### Signal wires on met1

The bar under the picture is 20 um long. Supply wires on this layer in gray.
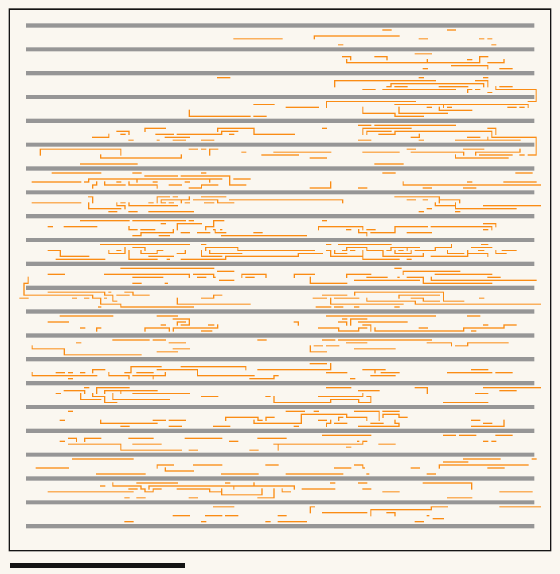
### Met2 routing

The bar under the picture is 20 um long.
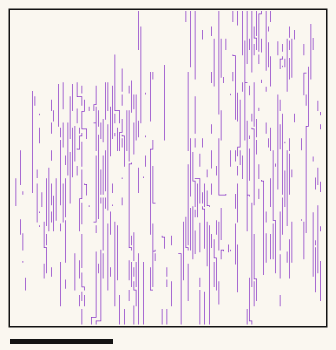
### Metal 3

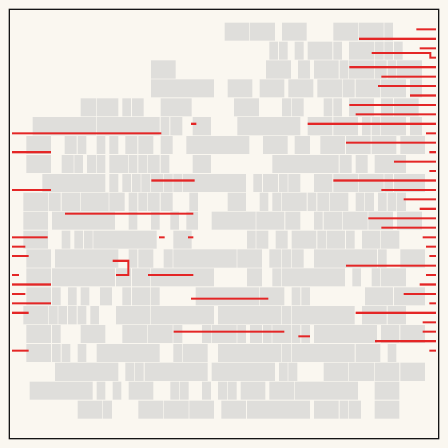
### Clock wires, drivers and flops

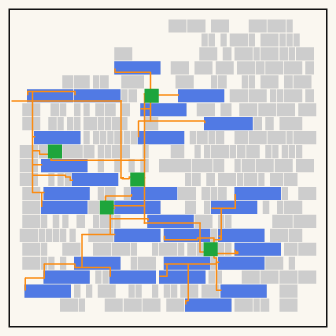
### Routing congestion

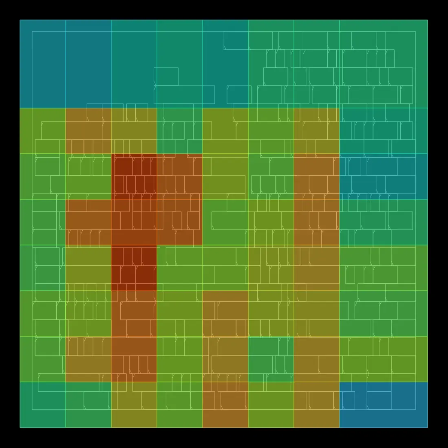
===== src/rtl/iso14443_frame_router_if.sv =====
// Bundle of the framing-side Rx/Tx signals and the per-client fan-out/fan-in buses of the frame router.
// master = framing layer plus clients, slave = the router.
interface iso14443_frame_router_if #(
    parameter int NUM_CHANNELS = 2,
    parameter int LEN_WIDTH    = 6
);
    localparam int SEL_WIDTH = $clog2(NUM_CHANNELS);

    logic [SEL_WIDTH-1:0]      route_sel;
    logic                      rx_soc;
    logic                      rx_eoc;
    logic [7:0]                rx_data;
    logic                      rx_data_valid;
    logic                      rx_error;
    logic                      rx_crc_ok;

    logic [NUM_CHANNELS-1:0]   out_rx_soc;
    logic [NUM_CHANNELS-1:0]   out_rx_eoc;
    logic [NUM_CHANNELS-1:0]   out_rx_data_valid;
    logic [NUM_CHANNELS-1:0]   out_rx_error;
    logic [7:0]                out_rx_data;
    logic                      out_rx_crc_ok;
    logic [LEN_WIDTH-1:0]      out_rx_len;

    logic [NUM_CHANNELS-1:0]   tx_req;
    logic [8*NUM_CHANNELS-1:0] tx_data;
    logic [NUM_CHANNELS-1:0]   tx_last;
    logic [NUM_CHANNELS-1:0]   tx_append_crc;
    logic [NUM_CHANNELS-1:0]   tx_grant;
    logic [NUM_CHANNELS-1:0]   tx_ack;

    logic                      out_tx_valid;
    logic [7:0]                out_tx_data;
    logic                      out_tx_last;
    logic                      out_tx_append_crc;
    logic                      out_tx_ready;

    modport master (
        output route_sel, rx_soc, rx_eoc, rx_data, rx_data_valid, rx_error, rx_crc_ok,
        output tx_req, tx_data, tx_last, tx_append_crc, out_tx_ready,
        input  out_rx_soc, out_rx_eoc, out_rx_data_valid, out_rx_error,
        input  out_rx_data, out_rx_crc_ok, out_rx_len,
        input  tx_grant, tx_ack, out_tx_valid, out_tx_data, out_tx_last, out_tx_append_crc
    );

    modport slave (
        input  route_sel, rx_soc, rx_eoc, rx_data, rx_data_valid, rx_error, rx_crc_ok,
        input  tx_req, tx_data, tx_last, tx_append_crc, out_tx_ready,
        output out_rx_soc, out_rx_eoc, out_rx_data_valid, out_rx_error,
        output out_rx_data, out_rx_crc_ok, out_rx_len,
        output tx_grant, tx_ack, out_tx_valid, out_tx_data, out_tx_last, out_tx_append_crc
    );
endinterface


===== src/rtl/iso14443_frame_router.sv =====
// Routes 14443-3A Rx frames to client channels and arbitrates client Tx frames onto one framing port.
// Latency: Rx outputs registered, 1 cycle; Tx valid/data/last are a combinational mux of the granted client.
// Backpressure: out_tx_ready stalls the granted client via tx_ack; Rx has none, Tx grants wait for Rx idle.
module iso14443_frame_router #(
    parameter int                      NUM_CHANNELS   = 2,
    parameter logic [NUM_CHANNELS-1:0] ALWAYS_RX_MASK = 'b01,
    parameter int                      LEN_WIDTH      = 6
) (
    input logic                    clk,
    input logic                    rst,
    iso14443_frame_router_if.slave bus
);

    localparam logic [LEN_WIDTH-1:0] LEN_MAX = '1;

    typedef logic [NUM_CHANNELS-1:0] chan_vec_t;
    typedef enum logic {TX_IDLE, TX_GRANT} tx_state_t;

    // ------------------------------------------------------------------
    // Rx steering
    // ------------------------------------------------------------------
    chan_vec_t            sel_onehot;
    chan_vec_t            dest_mask_now;
    chan_vec_t            rx_dest_mask;
    logic                 rx_busy;
    logic                 rx_busy_next;

    chan_vec_t            soc_q;
    chan_vec_t            eoc_q;
    chan_vec_t            dv_q;
    chan_vec_t            err_q;
    logic [7:0]           rx_data_q;
    logic                 crc_ok_q;
    logic [LEN_WIDTH-1:0] len_q;

    // The soc cycle already uses its own destination so the soc strobe reaches the new target.
    always_comb begin
        sel_onehot = '0;
        if (int'(bus.route_sel) < NUM_CHANNELS) begin
            sel_onehot[bus.route_sel] = 1'b1;
        end else begin
            sel_onehot[0] = 1'b1;
        end
        dest_mask_now = bus.rx_soc ? (sel_onehot | ALWAYS_RX_MASK) : rx_dest_mask;
        rx_busy_next  = bus.rx_soc | (rx_busy & ~bus.rx_eoc & ~bus.rx_error);
    end

    always_ff @(posedge clk or posedge rst) begin
        if (rst) begin
            rx_dest_mask <= '0;
            rx_busy      <= 1'b0;
            soc_q        <= '0;
            eoc_q        <= '0;
            dv_q         <= '0;
            err_q        <= '0;
            rx_data_q    <= '0;
            crc_ok_q     <= 1'b0;
            len_q        <= '0;
        end else begin
            rx_dest_mask <= dest_mask_now;
            rx_busy      <= rx_busy_next;
            soc_q        <= dest_mask_now & {NUM_CHANNELS{bus.rx_soc}};
            eoc_q        <= dest_mask_now & {NUM_CHANNELS{bus.rx_eoc}};
            dv_q         <= dest_mask_now & {NUM_CHANNELS{bus.rx_data_valid}};
            err_q        <= dest_mask_now & {NUM_CHANNELS{bus.rx_error}};
            crc_ok_q     <= bus.rx_eoc & bus.rx_crc_ok;
            if (bus.rx_data_valid) begin
                rx_data_q <= bus.rx_data;
            end
            // A byte arriving with soc is the first byte of the new frame.
            if (bus.rx_soc) begin
                len_q <= {{(LEN_WIDTH-1){1'b0}}, bus.rx_data_valid};
            end else if (bus.rx_data_valid && (len_q != LEN_MAX)) begin
                len_q <= len_q + 1'b1;
            end
        end
    end

    assign bus.out_rx_soc        = soc_q;
    assign bus.out_rx_eoc        = eoc_q;
    assign bus.out_rx_data_valid = dv_q;
    assign bus.out_rx_error      = err_q;
    assign bus.out_rx_data       = rx_data_q;
    assign bus.out_rx_crc_ok     = crc_ok_q;
    assign bus.out_rx_len        = len_q;

    // ------------------------------------------------------------------
    // Tx arbitration
    // ------------------------------------------------------------------
    tx_state_t  tx_state;
    tx_state_t  tx_state_next;
    chan_vec_t  grant_q;
    chan_vec_t  grant_next;
    chan_vec_t  req_pick;
    logic       crc_q;
    logic       crc_next;
    logic       tx_valid;
    logic       tx_last_mux;
    logic       tx_accept;
    logic [7:0] tx_data_mux;

    always_comb begin
        tx_data_mux = '0;
        tx_last_mux = 1'b0;
        for (int i = 0; i < NUM_CHANNELS; i++) begin
            if (grant_q[i]) begin
                tx_data_mux = bus.tx_data[8*i +: 8];
                tx_last_mux = bus.tx_last[i];
            end
        end
        tx_valid  = |(grant_q & bus.tx_req);
        tx_accept = tx_valid & bus.out_tx_ready;
    end

    // Fixed priority: lowest index wins.
    always_comb begin
        req_pick = '0;
        for (int i = NUM_CHANNELS - 1; i >= 0; i--) begin
            if (bus.tx_req[i]) begin
                req_pick    = '0;
                req_pick[i] = 1'b1;
            end
        end
    end

    always_comb begin
        tx_state_next = tx_state;
        grant_next    = grant_q;
        crc_next      = crc_q;
        case (tx_state)
            TX_IDLE: begin
                if ((|bus.tx_req) && !rx_busy_next) begin
                    tx_state_next = TX_GRANT;
                    grant_next    = req_pick;
                    crc_next      = |(req_pick & bus.tx_append_crc);
                end
            end
            TX_GRANT: begin
                if (tx_accept && tx_last_mux) begin
                    tx_state_next = TX_IDLE;
                    grant_next    = '0;
                    crc_next      = 1'b0;
                end
            end
            default: begin
                tx_state_next = TX_IDLE;
                grant_next    = '0;
                crc_next      = 1'b0;
            end
        endcase
    end

    always_ff @(posedge clk or posedge rst) begin
        if (rst) begin
            tx_state <= TX_IDLE;
            grant_q  <= '0;
            crc_q    <= 1'b0;
        end else begin
            tx_state <= tx_state_next;
            grant_q  <= grant_next;
            crc_q    <= crc_next;
        end
    end

    assign bus.tx_grant          = grant_q;
    assign bus.tx_ack            = grant_q & {NUM_CHANNELS{tx_accept}};
    assign bus.out_tx_valid      = tx_valid;
    assign bus.out_tx_data       = tx_data_mux;
    assign bus.out_tx_last       = tx_last_mux;
    assign bus.out_tx_append_crc = crc_q;

endmodule

===== src/flat_wrapper.sv =====
// flat-port wrapper written by rule: the top's interface ports become plain ports
module iso14443_frame_router_flat 
#(
    parameter int                      NUM_CHANNELS   = 2,
    parameter logic [NUM_CHANNELS-1:0] ALWAYS_RX_MASK = 'b01,
    parameter int                      LEN_WIDTH      = 6
)
  (clk, rst, bus_route_sel, bus_rx_soc, bus_rx_eoc, bus_rx_data, bus_rx_data_valid, bus_rx_error, bus_rx_crc_ok, bus_tx_req, bus_tx_data, bus_tx_last, bus_tx_append_crc, bus_out_tx_ready, bus_out_rx_soc, bus_out_rx_eoc, bus_out_rx_data_valid, bus_out_rx_error, bus_out_rx_data, bus_out_rx_crc_ok, bus_out_rx_len, bus_tx_grant, bus_tx_ack, bus_out_tx_valid, bus_out_tx_data, bus_out_tx_last, bus_out_tx_append_crc);
  iso14443_frame_router_if #(.NUM_CHANNELS(NUM_CHANNELS), .LEN_WIDTH(LEN_WIDTH)) bus_i ();
  input logic clk;
  input logic rst;
  input wire logic [$bits(bus_i.route_sel)-1:0] bus_route_sel;
  input wire logic [$bits(bus_i.rx_soc)-1:0] bus_rx_soc;
  input wire logic [$bits(bus_i.rx_eoc)-1:0] bus_rx_eoc;
  input wire logic [$bits(bus_i.rx_data)-1:0] bus_rx_data;
  input wire logic [$bits(bus_i.rx_data_valid)-1:0] bus_rx_data_valid;
  input wire logic [$bits(bus_i.rx_error)-1:0] bus_rx_error;
  input wire logic [$bits(bus_i.rx_crc_ok)-1:0] bus_rx_crc_ok;
  input wire logic [$bits(bus_i.tx_req)-1:0] bus_tx_req;
  input wire logic [$bits(bus_i.tx_data)-1:0] bus_tx_data;
  input wire logic [$bits(bus_i.tx_last)-1:0] bus_tx_last;
  input wire logic [$bits(bus_i.tx_append_crc)-1:0] bus_tx_append_crc;
  input wire logic [$bits(bus_i.out_tx_ready)-1:0] bus_out_tx_ready;
  output wire logic [$bits(bus_i.out_rx_soc)-1:0] bus_out_rx_soc;
  output wire logic [$bits(bus_i.out_rx_eoc)-1:0] bus_out_rx_eoc;
  output wire logic [$bits(bus_i.out_rx_data_valid)-1:0] bus_out_rx_data_valid;
  output wire logic [$bits(bus_i.out_rx_error)-1:0] bus_out_rx_error;
  output wire logic [$bits(bus_i.out_rx_data)-1:0] bus_out_rx_data;
  output wire logic [$bits(bus_i.out_rx_crc_ok)-1:0] bus_out_rx_crc_ok;
  output wire logic [$bits(bus_i.out_rx_len)-1:0] bus_out_rx_len;
  output wire logic [$bits(bus_i.tx_grant)-1:0] bus_tx_grant;
  output wire logic [$bits(bus_i.tx_ack)-1:0] bus_tx_ack;
  output wire logic [$bits(bus_i.out_tx_valid)-1:0] bus_out_tx_valid;
  output wire logic [$bits(bus_i.out_tx_data)-1:0] bus_out_tx_data;
  output wire logic [$bits(bus_i.out_tx_last)-1:0] bus_out_tx_last;
  output wire logic [$bits(bus_i.out_tx_append_crc)-1:0] bus_out_tx_append_crc;
  assign bus_i.route_sel = bus_route_sel;
  assign bus_i.rx_soc = bus_rx_soc;
  assign bus_i.rx_eoc = bus_rx_eoc;
  assign bus_i.rx_data = bus_rx_data;
  assign bus_i.rx_data_valid = bus_rx_data_valid;
  assign bus_i.rx_error = bus_rx_error;
  assign bus_i.rx_crc_ok = bus_rx_crc_ok;
  assign bus_i.tx_req = bus_tx_req;
  assign bus_i.tx_data = bus_tx_data;
  assign bus_i.tx_last = bus_tx_last;
  assign bus_i.tx_append_crc = bus_tx_append_crc;
  assign bus_i.out_tx_ready = bus_out_tx_ready;
  assign bus_out_rx_soc = bus_i.out_rx_soc;
  assign bus_out_rx_eoc = bus_i.out_rx_eoc;
  assign bus_out_rx_data_valid = bus_i.out_rx_data_valid;
  assign bus_out_rx_error = bus_i.out_rx_error;
  assign bus_out_rx_data = bus_i.out_rx_data;
  assign bus_out_rx_crc_ok = bus_i.out_rx_crc_ok;
  assign bus_out_rx_len = bus_i.out_rx_len;
  assign bus_tx_grant = bus_i.tx_grant;
  assign bus_tx_ack = bus_i.tx_ack;
  assign bus_out_tx_valid = bus_i.out_tx_valid;
  assign bus_out_tx_data = bus_i.out_tx_data;
  assign bus_out_tx_last = bus_i.out_tx_last;
  assign bus_out_tx_append_crc = bus_i.out_tx_append_crc;
  iso14443_frame_router #(.NUM_CHANNELS(NUM_CHANNELS), .ALWAYS_RX_MASK(ALWAYS_RX_MASK), .LEN_WIDTH(LEN_WIDTH)) u_core (.clk(clk), .rst(rst), .bus(bus_i));
endmodule

===== config.mk =====
export PLATFORM = sky130hd
export DESIGN_NAME = iso14443_frame_router_flat
export DESIGN_NICKNAME = d
export VERILOG_FILES = /design/src/rtl/iso14443_frame_router_if.sv /design/src/rtl/iso14443_frame_router.sv /design/src/flat_wrapper.sv
export SDC_FILE = /design/constraint.sdc
export NUM_CORES = 1
export LEC_CHECK = 0
export ABC_AREA = 1
export CAP_MARGIN = 10
export CORE_MARGIN = 1.5
export CORE_UTILIZATION = 42
export DETAILED_ROUTE_END_ITERATION = 8
export PLACE_DENSITY = 0.91
export RECOVER_POWER = 25
export SKIP_CTS_REPAIR_TIMING = 1
export SLEW_MARGIN = 20
export SYNTH_ARGS = -nofsm -noshare
export SYNTH_HDL_FRONTEND = slang
export SYNTH_SLANG_ARGS = --single-unit

===== constraint.sdc =====
create_clock -name clk -period 2.1 [get_ports clk]
set_input_delay 0.42 -clock clk [delete_from_list [all_inputs] [get_ports clk]]
set_output_delay 0.42 -clock clk [all_outputs]
set_load 0.005 [all_outputs]

==> ci_impl_report.md <==
### Yosys + OpenROAD results

| Metric | Value |
|---|---|
| I/O pin cnt | `between 70 and 80` |
| Placed insts | `just over 300` |
| P&R area growth vs syn | `65.74%` |
| FF-to-FF Start | `u_core.bus.out_rx_len[0]$_DFFE_PP0P_` |
| Switching Share | `30.24%` |
| Area after DPL | `between 0.002 and 0.0025 mm2` |
| Max cap viols | `0` |
| Net switching power | `~510 uW` |
| Largest net degree at the start of global routing | `31` |
| Crit path kind | `flop to output pin` |
| Core area | `0.003311 mm2` |
| Cell Int Power | `1.185 mW` |
| Layout fillers | `around 250` |
| Worst Path Required | `approximately 1.7 ns` |
| Most numerous logic cells after layout | `clkdlybuf4s50_1 (71), nand2_1 (68), dfrtp_1 (29)` |
| Die H | `between 60 and 70 um` |
| CP max FO | `10` |
| Die width | `61.61 um` |
| WL met1 | `about 1500 um` |
| Commonest flop | `dfrtp_1` |
| Buf+Inv Stages, Crit Path | `2` |
| Initial antenna violation count | `0` |
| Tap Count | `46` |
| Final WS setup | `approximately 0.13 ns` |
| Final Setup Violations | `0` |
| Register area | `~750 um2` |
| Leakage | `roughly 1.2 nW` |
| Synth Seq Share | `between 50% and 60%` |
| Vias in the first global route | `approximately 1300` |
| Ys flops | `30` |
| Worst Setup End Kind | `output pin` |
| Peak VDD IR | `0.4051 mV` |
| Worst hold margin | `around 0.48 ns` |
| Reg clk slew, reported paths | `about 0.10 ns` |
| Post-synth top cells | `nand2_1 (68), dfrtp_1 (30), nand3_1 (25)` |
| Yosys cell count | `~180` |
| Ys async rst share | `100.0%` |
| Post-Syn Instances | `about 180` |
| Detailed Place HPWL | `about 2900 um` |
| XOR/XNOR Area Share | `0%` |
| Layout cells sized above 1 | `12.13%` |
| Status | `finished, final reports clean` |
| Worst Setup EP | `bus_out_tx_data[3]` |
| Clock buffer count | `6` |
| Part of the power in registers | `between 40% and 50%` |
| Max frequency | `just over 0.5 GHz` |
| # rows | `21` |
## Picture notes: 'Signal wires on met1'
wire length on this layer: 1520 um
nets with wire on the layer: 263
main direction: horizontal
share of all routed wire: 41%
longest straight run: 16.6 um
DR vias: 1456
final WL: 3725 um

## Picture notes: 'Met2 routing'
wire length on this layer: 1830 um
longest straight run: 21.4 um
main direction: vertical
share of all routed wire: 49%
met2 usage: 35.79%

## Picture notes: 'Metal 3'
share of all routed wire: 9.0%
nets with wire on the layer: 52
main direction: horizontal
wire length on this layer: 334 um
GR met3 Demand/Resource: 5.462%

## Picture notes: 'Clock wires, drivers and flops'
[blue] flip-flops | count: 30
[green] clock drivers | count: 5
[orange] clock wires | length: 328 um
routed clock nets: 6
Clock Power: 356 uW
clock power share: 20.9%
final setup skew: 0.009535 ns
Clock Latency Late Sink: 0.32 ns

## Picture notes: 'Routing congestion'
utilization after layout: 72.22%
met1 track demand over resource: 22.37%
Most Crowded Layer GR: met2
gr usage total: 19.63%
DR WL/cell: 11.71 um

state kept, by name, indices dropped and copies added (netlist names):
name                          cells
u_core.bus.out_rx_soc             2
u_core.bus.out_rx_crc_ok          1
u_core.bus.tx_grant               2
u_core.rx_dest_mask               2
u_core.bus.out_rx_eoc             2
u_core.bus.out_rx_data_valid      2
u_core.tx_state                   1
u_core.bus.out_rx_len             6
u_core.bus.out_tx_append_crc      1
u_core.bus.out_rx_data            8
u_core.bus.out_rx_error           2
u_core.rx_busy                    1
kinds of logic (layout without fill, tap and decap cells):
kind of cell,count (synthesis),in the layout
adders and majority gates,1,1
and+or+nand+nor,118,118
buffers and inverters,27,117
DFF,30,30
AOI/OAI and AO/OA,6,6
Power and IR drop assume default switching activity.
